**Signal wires by layer**

Two of the layers only.
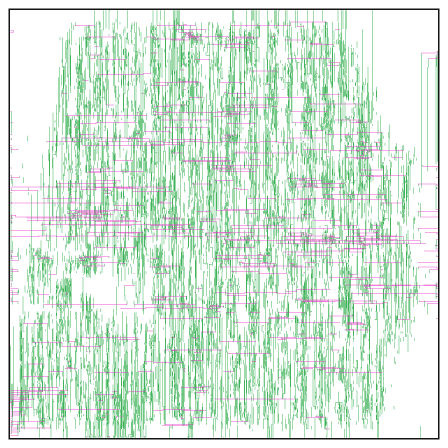
**Metal 1**

Bar = 100 um. Supply wires on this layer in grey.
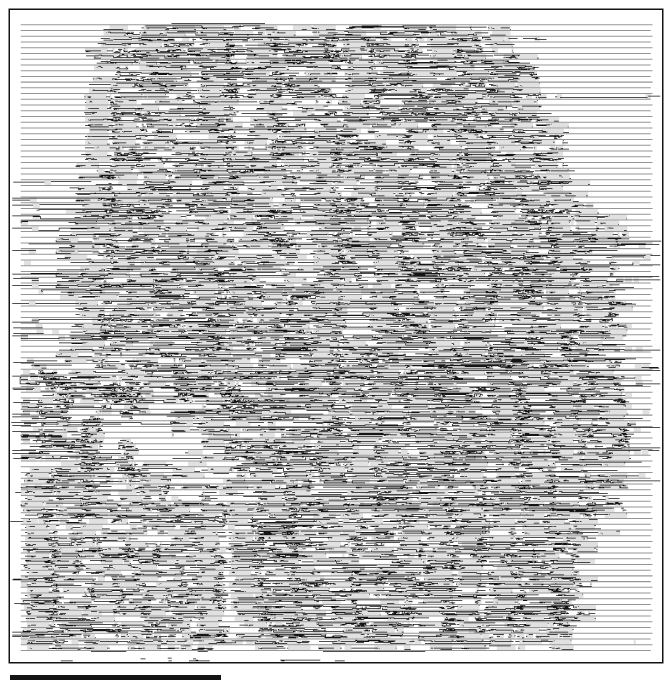
**Register map, names as in the netlist**

Bar = 100 um. Other sequential cells in the stronger grey, the rest of the logic in the fainter grey.
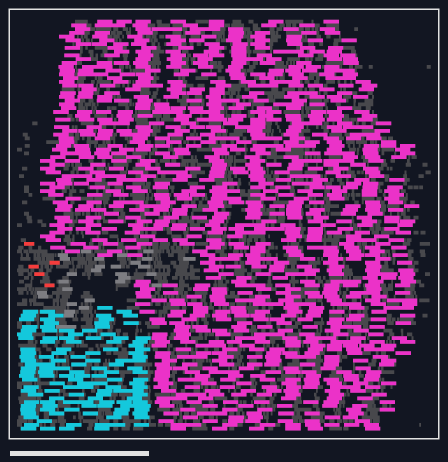
**Nets reached from selected ports**

Bar = 100 um.
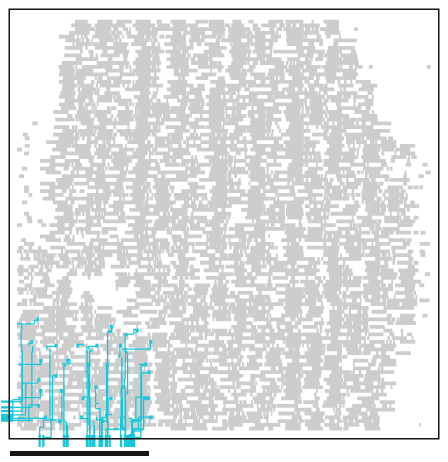
**Track usage over the die**

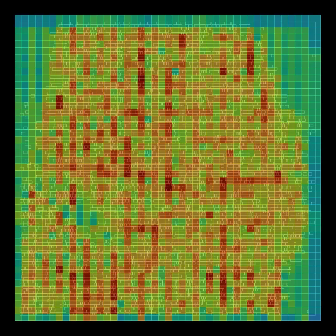
==> config.mk <==
export PLATFORM = sky130hd
export DESIGN_NAME = pzcorebus_store_forward_fifo
export DESIGN_NICKNAME = d
export VERILOG_FILES = /design/src/rtl/pzcorebus_store_forward_fifo_pkg.sv /design/src/rtl/pzcorebus_store_forward_fifo_buf.sv /design/src/rtl/pzcorebus_store_forward_fifo.sv
export SDC_FILE = /design/constraint.sdc
export NUM_CORES = 1
export LEC_CHECK = 0
export ABC_AREA = 1
export CORE_MARGIN = 5
export CORE_UTILIZATION = 54
export DETAILED_ROUTE_END_ITERATION = 10
export MAX_ROUTING_LAYER = met4
export PLACE_DENSITY_LB_ADDON = 0.2
export SLEW_MARGIN = 20
export SYNTH_ARGS = -nofsm -noshare
export SYNTH_HDL_FRONTEND = slang
export SYNTH_SLANG_ARGS = --single-unit
==> constraint.sdc <==
create_clock -name i_clk -period 3.98 [get_ports i_clk]
set_input_delay 0.398 -clock i_clk [delete_from_list [all_inputs] [get_ports i_clk]]
set_output_delay 0.398 -clock i_clk [all_outputs]
set_load 0.05 [all_outputs]
==> results.py <==
# Synthesis and PnR figures
metrics = {
    "run_status": {
        "status": "completed",
    },
    "pwr": {
        "swShare_pct": 21.2,
        "p_leak_nw": 18.1,
        "seqPwrFrac_pct": 53.8,
    },
    "critical_path": {
        "slowest_delay_ns": 0.69,
        "path_cells": "buf_12 > buf_4 > a21oi_1 > o21ai_0 > o21ai_0 > o211ai_1 > nand2_1 > buf_4",
        "critical_path_buf_inv_count": 3,
        "crit_required_ns": 3.58,
        "regToRegSetupSlack_ns": 1.33,
    },
    "clock_network": {
        "cts-hold-fix-buffers": 0,
        "path_clk_slew_ns": 0.06,
        "cts_tree": "built",
        "cts_buffer_depth": 3,
        "post_cts_buffers": 0,
        "root_buffer": "clkbuf_16",
    },
    "sta": {
        "slew_headroom_pct": 35.0,
        "clock_skew_ns": 0.0195,
        "setup_viol": 0,
        "tightest_slew_ns": 0.975,
        "fin_ws_ns": 0.241,
    },
    "die": {
        "dieWidth_um": 309,
        "fp_util_pct": 54.5,
        "num_rows": 109,
    },
    "cells_and_area": {
        "clockNetworkAreaShare_pct": 6.60,
        "seq_area_sq_um": 35900,
        "largest_reg_flops": 1040,
        "fill_cells": 6308,
        "seq_cell_count": 1207,
    },
    "synth": {
        "ys_async_sr_fraction_pct": 0,
        "netlist_instances": 3310,
        "ys_chip_area_sq_um": 48200,
        "synth_seq_share_pct": 74.4,
        "synth_cell_types": 38,
    },
}
Notes on 'signal wires by layer' above:
metal 3: in magenta, wire length 7990 um. metal 2: in green, wire length 54.9 mm.
via count: 27900
all-layer global routing usage: 23.9%
routed wire length: 112000 um
drt wl/cell: 23.5 um

Notes on 'metal 1' above:
The wires run mostly horizontal. The layer holds 42% of the routed length. The layer carries 47.0 mm of wire. 3453 nets have wire on it. The longest straight run is 98.4 um.
met1 Usage GRT: 32.0%

Notes on 'register map, names as in the netlist' above:
`u_data_fifo.r_mem`: in magenta, placed flops 1040, where all over the die. `o_packet_count`: in red, placed flops 5, where left middle. `u_cmd_fifo.r_mem`: in cyan, placed flops 132, where bottom left.
Another 30 sequential cells are not coloured.
Seq. pwr: 14.1 mW
Layout Utilization: 62.5%

Notes on 'nets reached from selected ports' above:
`o_mcmd`: in cyan, direction output, edge 25 bottom, 7 left, end cells 32, buffers 32, wire 1690 um.
Ports: 217
Buffers on Ports: 215

Notes on 'track usage over the die' above:
GRT met2 Usage: 38.7%
GR Util met3: 4.38%
GRT Max-Usage Layer: met2

stage by stage:
| step | hold WS, ns | TNS [ns] | cell area, sq um | std cells | utilization, % |
|---|---|---|---|---|---|
| global placement | 0.459 | 0 | 51700 | 4556 | 58.4 |
| global route | 0.321 | 0 | 55400 | 4775 | 62.5 |
| finish | 0.348 | 0 | 55400 | 4775 | 62.5 |
| floorplan | 0.453 | -296.22 | 48200 | 3310 | - |
| CTS | 0.301 | 0 | 55300 | 4764 | 62.5 |
| detailed placement | 0.482 | 0 | 51700 | 4556 | 58.4 |
kinds of logic after synthesis:
group | synth area share [%]
other | 0.00777
AND-OR/OR-AND | 11.8
AND/OR/NAND/NOR | 2.59
buffers and inverters | 5.07
XOR/XNOR | 0.145
adder cells (fa/ha/maj) | 0.638
flip-flops | 74.4
multiplexers | 5.39
metal layers:
| layer | vias up | routed length [um] | share of wire, % |
|---|---|---|---|
| met5 | - | 0 | 0 |
| met4 | 0 | 2270 | 2.0 |
| met3 | 166 | 7990 | 7.1 |
| met2 | 1022 | 54900 | 49 |
| met1 | 13900 | 47000 | 42 |
| li1 | 12800 | - | - |
power groups by stage:
stage,Sequential [mW],Combinational (mW),Clock (mW)
after floorplan,14.4,0.907,0
after global placement,14.4,1.47,0
after detailed placement,14.4,1.51,0
after CTS,14.1,1.52,10.8
after global routing,14.1,1.62,11.3
final,14.1,1.51,10.6
cells in the mapped netlist (all sizes together) (2+ instances only):
master	instances	area share, %
mux2i	260	5.4
inv	312	2.4
o21ai	406	4.2
nand4	5	0.096
nor2	107	0.84
ha	23	0.60
xor2	7	0.13
o22ai	32	0.41
nor3	2	0.021
o21a	2	0.031
o211ai	261	4.1
nand3	74	0.77
nand2	107	0.85
clkbuf	106	0.82
buf	108	1.8
edfxtp	1172	73
dfxtp	35	1.5
a21oi	281	2.9
Power is estimated from default activity; no workload was simulated.
